$ cat src/rtl/mem_port_arbiter_pkg.sv
// Shared types and constants for the memory-port arbiter.
// Four requesters share one 32-bit memory port.
package mem_port_arbiter_pkg;

  localparam int NUM_REQ   = 4;
  localparam int REQ_IDX_W = 2;

  typedef enum logic {
    IDLE = 1'b0,
    BUSY = 1'b1
  } state_e;

  typedef logic [REQ_IDX_W-1:0] req_idx_t;
  typedef logic [NUM_REQ-1:0]   req_vec_t;

  function automatic req_vec_t onehot(
    input req_idx_t idx
  );
    onehot = req_vec_t'(1) << idx;
  endfunction

endpackage

$ cat src/rtl/mem_port_arbiter_rr_priority_pick.sv
// Rotating-priority encoder: first request after
// last_grant, wrapping modulo NUM_REQ.
module rr_priority_pick
  import mem_port_arbiter_pkg::*;
(
  input  logic [NUM_REQ-1:0]   req,
  input  logic [REQ_IDX_W-1:0] last_grant,
  output logic [REQ_IDX_W-1:0] winner,
  output logic                 any_req
);

  logic [REQ_IDX_W-1:0] idx;
  logic                 found;

  always_comb begin
    winner  = '0;
    any_req = |req;
    found   = 1'b0;
    idx     = '0;
    for (int i = 1; i <= NUM_REQ; i++) begin
      idx = last_grant + REQ_IDX_W'(i);
      if (!found && req[idx]) begin
        winner = idx;
        found  = 1'b1;
      end
    end
  end

endmodule

$ cat src/rtl/mem_port_arbiter.sv
// Round-robin sequencer for the shared memory port:
// grant, hold until mem_ready or timeout, rotate.
module mem_port_arbiter
  import mem_port_arbiter_pkg::*;
#(
  parameter int TIMEOUT = 16,
  parameter int CNT_W   = 5
) (
  input  logic                 clk,
  input  logic                 reset,
  input  logic [NUM_REQ-1:0]   req,
  input  logic                 mem_ready,
  output logic [REQ_IDX_W-1:0] sel,
  output logic [NUM_REQ-1:0]   grant,
  output logic                 mem_valid,
  output logic [NUM_REQ-1:0]   ack,
  output logic [NUM_REQ-1:0]   err,
  output logic                 busy
);

  localparam logic [CNT_W-1:0] TO_LAST =
    CNT_W'(TIMEOUT - 1);
  localparam bit TO_EN = (TIMEOUT != 0);

  state_e               state_q, state_d;
  logic [CNT_W-1:0]     cnt_q, cnt_d;
  logic [REQ_IDX_W-1:0] sel_q, sel_d;
  logic [REQ_IDX_W-1:0] last_q, last_d;
  logic [NUM_REQ-1:0]   grant_q, grant_d;
  logic [NUM_REQ-1:0]   ack_q, ack_d;
  logic [NUM_REQ-1:0]   err_q, err_d;

  logic [REQ_IDX_W-1:0] winner;
  logic                 any_req;

  rr_priority_pick u_pick (
    .req        (req),
    .last_grant (last_q),
    .winner     (winner),
    .any_req    (any_req)
  );

  always_comb begin
    state_d = state_q;
    cnt_d   = cnt_q;
    sel_d   = sel_q;
    last_d  = last_q;
    grant_d = grant_q;
    ack_d   = '0;
    err_d   = '0;
    unique case (state_q)
      IDLE: begin
        grant_d = '0;
        if (any_req) begin
          sel_d   = winner;
          grant_d = onehot(winner);
          cnt_d   = '0;
          state_d = BUSY;
        end
      end
      BUSY: begin
        if (mem_ready) begin
          ack_d[sel_q] = 1'b1;
          last_d       = sel_q;
          grant_d      = '0;
          state_d      = IDLE;
        end else if (TO_EN && cnt_q == TO_LAST) begin
          err_d[sel_q] = 1'b1;
          last_d       = sel_q;
          grant_d      = '0;
          state_d      = IDLE;
        end else if (cnt_q != '1) begin
          // saturate so a disabled timeout never wraps
          cnt_d = cnt_q + 1'b1;
        end
      end
      default: state_d = IDLE;
    endcase
  end

  always_ff @(posedge clk) begin
    if (reset) begin
      state_q <= IDLE;
      cnt_q   <= '0;
      sel_q   <= '0;
      last_q  <= REQ_IDX_W'(NUM_REQ - 1);
      grant_q <= '0;
      ack_q   <= '0;
      err_q   <= '0;
    end else begin
      state_q <= state_d;
      cnt_q   <= cnt_d;
      sel_q   <= sel_d;
      last_q  <= last_d;
      grant_q <= grant_d;
      ack_q   <= ack_d;
      err_q   <= err_d;
    end
  end

  assign sel       = sel_q;
  assign grant     = grant_q;
  assign ack       = ack_q;
  assign err       = err_q;
  assign mem_valid = (state_q == BUSY);
  assign busy      = (state_q == BUSY);

endmodule

$ cat config.mk
export PLATFORM = sky130hd
export DESIGN_NAME = mem_port_arbiter
export DESIGN_NICKNAME = d
export VERILOG_FILES = /design/src/rtl/mem_port_arbiter_pkg.sv /design/src/rtl/mem_port_arbiter_rr_priority_pick.sv /design/src/rtl/mem_port_arbiter.sv
export SDC_FILE = /design/constraint.sdc
export NUM_CORES = 1
export LEC_CHECK = 0
export CAP_MARGIN = 20
export CORE_MARGIN = 2
export CORE_UTILIZATION = 47
export DETAILED_ROUTE_END_ITERATION = 10
export GPL_TIMING_DRIVEN = 0
export PLACE_DENSITY = 0.74
export REMOVE_ABC_BUFFERS = 1
export SYNTH_ARGS = -nofsm -noshare
export SYNTH_HDL_FRONTEND = slang
export SYNTH_SLANG_ARGS = --single-unit
$ cat constraint.sdc
create_clock -name clk -period 2.1 [get_ports clk]
set_input_delay 0.525 -clock clk [delete_from_list [all_inputs] [get_ports clk]]
set_output_delay 0.525 -clock clk [all_outputs]
set_load 0.02 [all_outputs]
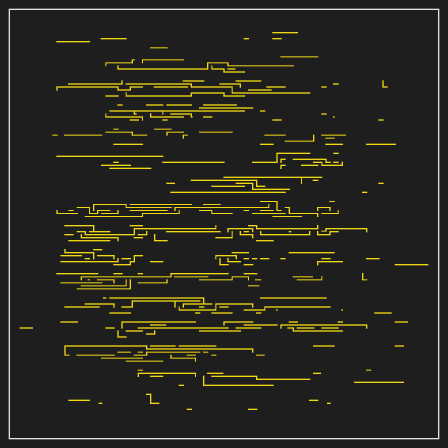
*Signal wires on met1, run 1*
main direction: horizontal
longest straight run: 15.2 um
drt total wl: 1748 um
GR Util met1: 22.62%

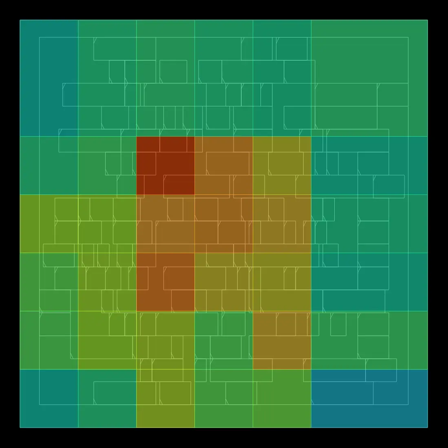
*Track usage over the die, run 1*
drt wl/cell: 11.73 um
GR Layer Usage met2: 30.26%
met3 usage in global routing: 2.222%

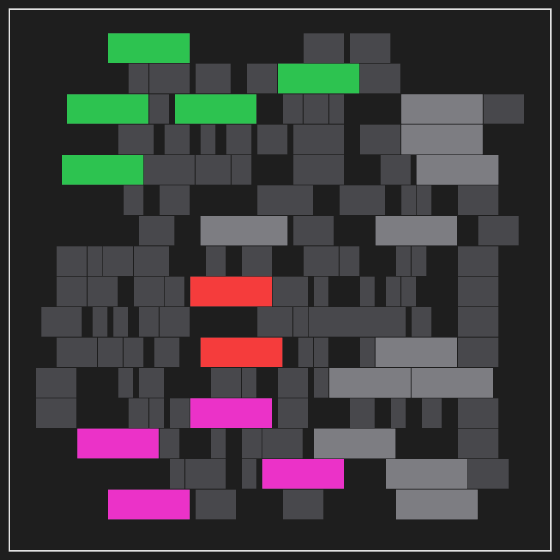
*Sequential cells colored by netlist name, run 1*
| netlist name | color | placed flops |
|---|---|---|
| last_q | red | 2 |
| cnt_q | green | 5 |
| grant | magenta | 4 |
not colored: 11
Layout Utilization: 62.83%
Flop area: 441.7 um2
P_seq: 453 uW
Seq area share: 36.96%

==> flow_metrics.env, run 1 <==
# implementation run metrics
export IMPL_nNonClkInverters=4
export IMPL_fp_util_pct=48.49
export IMPL_area_leaders="dfxtp_1 48%, nor2_1 5.7%, ha_1 4.1%"
export IMPL_synth_area_leader_cell="dfxtp_1"
export IMPL_clock_area_share_pct=3.037
export IMPL_grt_pass1_wl_um=2904
export IMPL_cp_num_buf_inv=0
export IMPL_die_h_um=48.30
export IMPL_ys_types=30
export IMPL_path_clk_slew_ns=0.11
export IMPL_maxSlewViolCount=0
export IMPL_setup_viol=0
export IMPL_hold_viol_final=0
export IMPL_ys_ff=22
export IMPL_hpwl_um=1328
export IMPL_fin_crit_sh_pct=92.86
export IMPL_wl_met1_um=820
export IMPL_design_area_um2=1195
export IMPL_worst_path_stages=7
export IMPL_comb_area_share_pct=37.49
export IMPL_crit_arrival_ns=2.13
export IMPL_flop_cell="dfxtp_1"
export IMPL_yosysWarnings=0
export IMPL_crit_required_ns=2.28
export IMPL_nonClockBufferCount=22
export IMPL_grt_busiest_layer="met2"
export IMPL_warnings=26
export IMPL_top_layer="met4"
export IMPL_worstPathCellList="ha_1 > and3_1 > ha_1 > nor4b_4 > nand4_1 > xor2_1 > nor3_2"
export IMPL_whs_ns=0.4764
export IMPL_yosys_area_um2=922.1
export IMPL_vias=750
export IMPL_ant_nets=0
export IMPL_synth_async_reset_ratio_pct=0
export IMPL_postCtsSetupBuffers=0
export IMPL_status="finished clean"
export IMPL_cp_top_family="simple AND/OR/NAND/NOR gates"
export IMPL_fill_cells=176
export IMPL_core_area_um2=1902
export IMPL_clk_path_buf_depth=2
export IMPL_netlist_top_cells_count="22 x dfxtp_1, 14 x nor2_1, 7 x nand2_1, 6 x o21ai_0, 5 x nor3_1"
export IMPL_cts_tree="yes"
export IMPL_synth_top_cell_area_share_pct=47.76
export IMPL_first_iter_violations=6
export IMPL_yosys_area_share_aoi_pct=13.30
export IMPL_tns_ns=0
export IMPL_cts_resized=0
export IMPL_xor_share_pct=2.849
export IMPL_cts_root_buf="clkbuf_4"
export IMPL_die_area_um2=2332
export IMPL_logic_gates=70
-- run 1: path summary, 6_finish.rpt --
path	slack, ns	from	to
worst max-delay path	0.15	cnt_q[0]$_SDFFE_PP0P_	cnt_q[3]$_SDFFE_PP0P_
worst min-delay path	0.48	grant[3]$_SDFFE_PP0P_	grant[3]$_SDFFE_PP0P_
worst max register to register	0.15	cnt_q[0]$_SDFFE_PP0P_	cnt_q[3]$_SDFFE_PP0P_
worst min register to register	0.48	grant[3]$_SDFFE_PP0P_	grant[3]$_SDFFE_PP0P_
-- run 1: report_power, final --
group	internal, mW	switching [mW]
Sequential	0.433	0.0194
Clock	0.106	0.120
Combinational	0.0601	0.0651
Total	0.599	0.204
-- run 1: registers in the layout (all words and copies together) (netlist names) --
name / count
busy: 1
ack: 4
err: 4
sel: 2
grant: 4
cnt_q: 5
last_q: 2
--- run 2 (diff from run 1) ---
- SLEW_MARGIN: not set -> 20
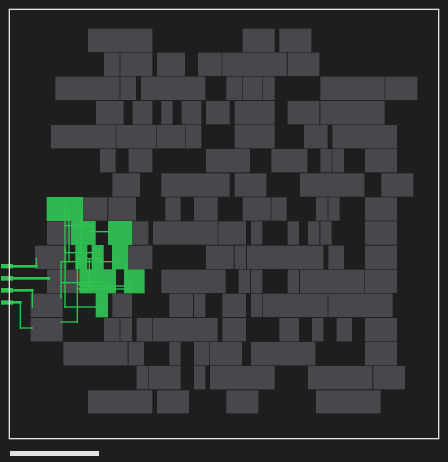
*I/O nets highlighted, run 2*
Bar = 10 um.
| port | color | bits | direction | end cells | buffers | wire |
|---|---|---|---|---|---|---|
| req | green | 4 | input | 11 | 4 | 99.0 um |
Ports: 23
Port Buffers: 22

==> flow_metrics.env, run 2 <==
# implementation run metrics
export IMPL_clock_area_share_pct=3.037
export IMPL_gr_usage_met1_pct=22.62
export IMPL_grt_pass1_vias=682
export IMPL_p_int_uw=599.1
export IMPL_area_leaders="dfxtp_1 48%, nor2_1 5.7%, ha_1 4.1%"
export IMPL_largest_reg_flops=5
export IMPL_cp_top_family="simple AND/OR/NAND/NOR gates"
export IMPL_fill_cells=176
export IMPL_top_layer="met4"
export IMPL_crit_arrival_ns=2.13
export IMPL_crit_required_ns=2.28
export IMPL_nClkBuffers=4
export IMPL_final_comb_area_um2=447.9
export IMPL_crit_type="reg2reg"
export IMPL_whs_ns=0.4764
export IMPL_critical_path_most_common_cell="ha_1"
export IMPL_ys_cells=99
export IMPL_nonClockBufferCount=22
export IMPL_grt_util_met3_pct=2.222
export IMPL_synth_seq_share_pct=47.76
export IMPL_hold_viol_final=0
export IMPL_synth_async_reset_ratio_pct=0
export IMPL_fp_util_pct=48.49
export IMPL_cts_resized=0
export IMPL_yosys_area_um2=922.1
export IMPL_fin_crit_sh_pct=92.86
export IMPL_grt_busiest_layer="met2"
export IMPL_synth_top_cell_area_share_pct=47.76
export IMPL_rsz0062_at_grt="false"
export IMPL_worstPathCellList="ha_1 > and3_1 > ha_1 > nor4b_4 > nand4_1 > xor2_1 > nor3_2"
export IMPL_reg2reg_setup_slack_ns=0.15
export IMPL_placed_area_um2=1157
export IMPL_xor_share_pct=2.849
export IMPL_hold_class="reg2reg"
export IMPL_clk_path_buf_depth=2
export IMPL_ant_nets=0
export IMPL_wire_per_inst_um=11.73
export IMPL_r2r_start="cnt_q[0]$_SDFFE_PP0P_"
export IMPL_gr_usage_met2_pct=30.26
export IMPL_maxSlewViolCount=0
export IMPL_pg_comb_uw=125
export IMPL_warnings=26
export IMPL_flops=22
export IMPL_ys_types=30
export IMPL_power_frac_seq_pct=56.3
export IMPL_max_stage_delay_ns=0.45
export IMPL_seq_area_share_pct=36.96
export IMPL_path_clk_slew_ns=0.11
export IMPL_fin_crit_ns=1.950
export IMPL_flop_area_um2=441.7
export IMPL_edf_count=0
export IMPL_seq_power_uw=453
export IMPL_yosysWarnings=0
export IMPL_setup_viol=0
export IMPL_powerDensity_nw_per_um2=672.4
export IMPL_tns_ns=0
export IMPL_clock_power_uw=226
export IMPL_pwr_share_comb_pct=15.6
export IMPL_first_iter_violations=6
export IMPL_wl_met1_um=820
export IMPL_status="finished clean"
export IMPL_nNonClkInverters=4
export IMPL_diodes=0
export IMPL_die_h_um=48.30
export IMPL_netlist_top_cells_count="22 x dfxtp_1, 14 x nor2_1, 7 x nand2_1, 6 x o21ai_0, 5 x nor3_1"
export IMPL_comb_area_share_pct=37.49
export IMPL_worstHoldStart="grant[3]$_SDFFE_PP0P_"
export IMPL_design_area_um2=1195
export IMPL_cts_tree="yes"
export IMPL_power_switching_uw=204.4
export IMPL_top_logic_kind="simple AND/OR/NAND/NOR gates"
export IMPL_reg2reg_to="cnt_q[3]$_SDFFE_PP0P_"
export IMPL_regMostFlops="cnt_q"
export IMPL_hpwl_um=1328
export IMPL_grt_pass1_wl_um=2904
export IMPL_postCtsSetupBuffers=0
export IMPL_vias=750
export IMPL_synth_area_leader_cell="dfxtp_1"
export IMPL_ys_ff=22
export IMPL_power_uw=803.5
export IMPL_power_share_clock_pct=28.1
export IMPL_finish_utilization_pct=62.83
export IMPL_maxPowerGroup="sequential cells"
export IMPL_die_area_um2=2332
export IMPL_flop_cell="dfxtp_1"
export IMPL_cp_num_buf_inv=0
export IMPL_switching_share_pct=25.44
export IMPL_cts_root_buf="clkbuf_4"
export IMPL_logic_gates=70
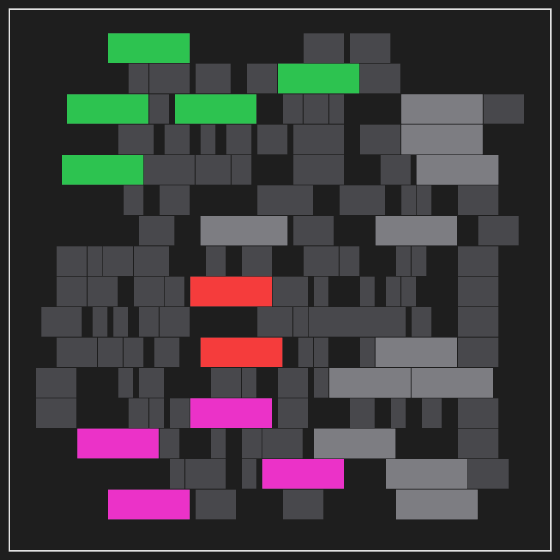
*Sequential cells colored by netlist name, run 2*
| netlist name | color | placed flops |
|---|---|---|
| grant | magenta | 4 |
| cnt_q | green | 5 |
| last_q | red | 2 |

run 2: worst max-delay path by stage:
| stage | startpoint | endpoint | slack [ns] | cells past startpoint |
|---|---|---|---|---|
| final | cnt_q[0]$_SDFFE_PP0P_ | cnt_q[3]$_SDFFE_PP0P_ | 0.15 | 7 |
| after global placement | mem_ready | cnt_q[3]$_SDFFE_PP0P_ | 0.05 | 5 |
| after detailed placement | mem_ready | cnt_q[3]$_SDFFE_PP0P_ | 0.008 | 5 |
| after global routing | cnt_q[0]$_SDFFE_PP0P_ | cnt_q[3]$_SDFFE_PP0P_ | 0.01 | 7 |
| after floorplan | cnt_q[0]$_SDFFE_PP0P_ | cnt_q[3]$_SDFFE_PP0P_ | 0.31 | 7 |
| after CTS | busy$_SDFF_PP0_ | mem_valid | 0.008 | 1 |
--- run 3 (diff from run 2) ---
--- a/config.mk
+++ b/config.mk
@@ -7,9 +7,11 @@
 export LEC_CHECK = 0
 export CAP_MARGIN = 20
+export CELL_PAD_IN_SITES_DETAIL_PLACEMENT = 2
+export CELL_PAD_IN_SITES_GLOBAL_PLACEMENT = 2
 export CORE_MARGIN = 2
-export CORE_UTILIZATION = 47
+export CORE_UTILIZATION = 28
 export DETAILED_ROUTE_END_ITERATION = 10
 export GPL_TIMING_DRIVEN = 0
-export PLACE_DENSITY = 0.74
+export PLACE_DENSITY = 0.73
 export REMOVE_ABC_BUFFERS = 1
 export SLEW_MARGIN = 20
==> constraint.sdc (replaced) <==
create_clock -name clk -period 2.1 [get_ports clk]
set_input_delay 0.525 -clock clk [delete_from_list [all_inputs] [get_ports clk]]
set_output_delay 0.525 -clock clk [all_outputs]
set_load 0.05 [all_outputs]
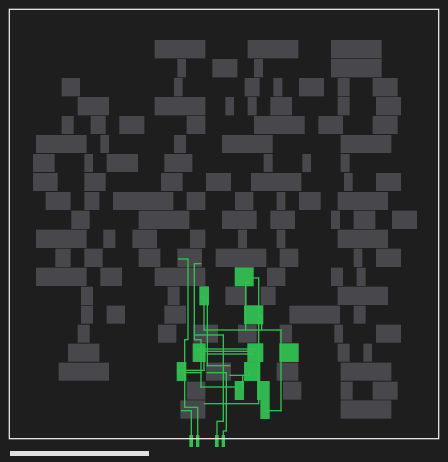
*I/O nets highlighted, run 3*
Bar = 20 um.
| port | color | bits | direction | end cells | buffers | wire |
|---|---|---|---|---|---|---|
| req | green | 4 | input | 11 | 4 | 208 um |

==> flow_metrics.env, run 3 <==
# implementation run metrics
export IMPL_status="finished clean"
export IMPL_row_count=20
export IMPL_largest_reg_flops=5
export IMPL_fp_util_pct=29.72
export IMPL_hold_viol_final=0
export IMPL_synthesis_area_um2=922.1
export IMPL_whs_endpoint="grant[3]$_SDFFE_PP0P_"
export IMPL_cts_resized=4
export IMPL_hold_class="reg2reg"
export IMPL_cts_root_buf="clkbuf_4"
export IMPL_top_logic_kind="simple AND/OR/NAND/NOR gates"
export IMPL_synth_seq_share_pct=47.76
export IMPL_critPathCapture="busy"
export IMPL_vias=807
export IMPL_worstHoldStart="grant[3]$_SDFFE_PP0P_"
export IMPL_postCtsSetupBuffers=0
export IMPL_whs_ns=0.4751
export IMPL_grt_pass1_vias=849
export IMPL_edf_count=0
export IMPL_ys_cells=99
export IMPL_ys_ff=22
export IMPL_finish_utilization_pct=39.60
export IMPL_hpwl_um=1801
export IMPL_ys_sh_mux_pct=1.085
export IMPL_grt_busiest_layer="met2"
export IMPL_io_buffers=22
export IMPL_setup_viol=0
export IMPL_place_inst=162
export IMPL_grt_util_met3_pct=2.941
export IMPL_power_uw=853.9
export IMPL_fill_cells=376
export IMPL_synth_async_reset_ratio_pct=0
export IMPL_flop_area_um2=440.4
export IMPL_crit_required_ns=1.57
export IMPL_r2r_start="cnt_q[0]$_SDFFE_PP0P_"
export IMPL_top_layer="met4"
export IMPL_gr_usage_met1_pct=17.07
export IMPL_startpoint="busy$_SDFF_PP0_"
export IMPL_regMostFlops="cnt_q"
export IMPL_synth_top_cell_area_share_pct=47.76
export IMPL_reg2reg_setup_slack_ns=0.17
export IMPL_cts_buffers=3
export IMPL_netlist_top_cells_count="22 x dfxtp_1, 14 x nor2_1, 7 x nand2_1, 6 x o21ai_0, 5 x nor3_1"
export IMPL_first_iter_violations=4
export IMPL_crit_arrival_ns=1.48
export IMPL_reg2reg_to="cnt_q[3]$_SDFFE_PP0P_"
export IMPL_drtPass1Iterations=2
export IMPL_ant_nets=0
export IMPL_tns_ns=0
export IMPL_xor_share_pct=2.849
export IMPL_warnings=26
export IMPL_clk_path_buf_depth=2
export IMPL_fin_crit_ns=2.004
export IMPL_yosysWarnings=0
export IMPL_flop_cell="dfxtp_1"
export IMPL_worst_path_stages=1
export IMPL_cp_top_family="flip-flops"
export IMPL_powerDensity_nw_per_um2=695.0
export IMPL_wire_per_inst_um=14.15
export IMPL_final_comb_area_um2=450.4
export IMPL_design_area_um2=1229
export IMPL_crit_type="reg2out"
export IMPL_cts_tree="yes"
export IMPL_maxSlewViolCount=0
export IMPL_cp_num_buf_inv=1
export IMPL_max_stage_delay_ns=0.58
export IMPL_holdPathStages=2
export IMPL_lay_top_cells="22 x dfxtp_1, 18 x clkdlybuf4s50_1, 13 x nor2_1"
export IMPL_wl_met1_um=1036
export IMPL_worstPathCellList="dlygate4sd2_1"
export IMPL_placed_area_um2=1179
export IMPL_diodes=0
export IMPL_fin_crit_sh_pct=95.42
export IMPL_yosys_area_um2=922.1
export IMPL_synth_area_leader_cell="dfxtp_1"
export IMPL_path_clk_slew_ns=0.13
export IMPL_ys_types=30
export IMPL_num_io_pins=23
export IMPL_die_area_um2=3768
export IMPL_gr_usage_met2_pct=27.05
export IMPL_grt_pass1_wl_um=4015
export IMPL_die_h_um=61.39
export IMPL_area_leaders="dfxtp_1 48%, nor2_1 5.7%, ha_1 4.1%"
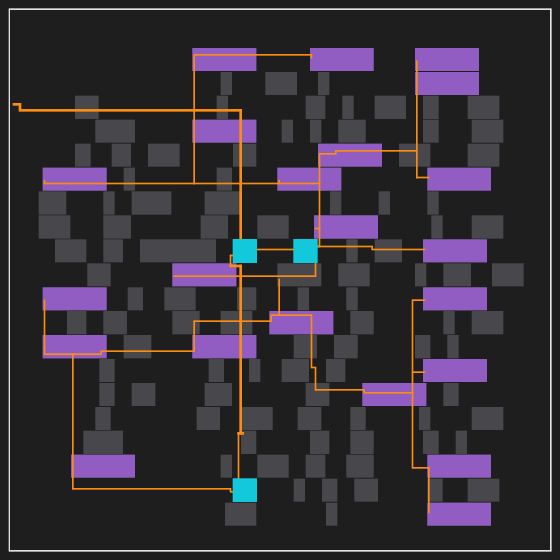
*Clock network drawn from the DEF, run 3*
[flip-flops] purple | count: 22
[cells driving clock nets] cyan | count: 3
[clock wires] orange | length: 337 um
flops lie: spread over the die

run 3: cell count changes in the layout (fill, tap and decap cells not counted):
cell	delta
buf_4	+2
clkdlybuf4s15_1	+1
clkdlybuf4s50_1	-4
dfxtp_1	+1
dfxtp_2	-1
dlygate4sd2_1	+3
nor2_1	-1
nor2_2	+1
o21ai_0	-1
o21ai_1	+1
run 3: final cells by class:
| cell class | instances | area share [%] |
|---|---|---|
| Multi-Input combinational cell | 70 | 36.66 |
| Sequential cell | 22 | 35.85 |
| Timing Repair Buffer | 24 | 18.84 |
| Tap cell | 44 | 4.481 |
| Clock buffer | 4 | 2.953 |
| Inverter | 4 | 1.222 |
run 3: report_power, final:
group,switching (mW),internal [mW]
sequential,0.0200,0.433
combinational,0.0993,0.0583
clock,0.137,0.106
total,0.257,0.597
Power is estimated from default activity; no workload was simulated.
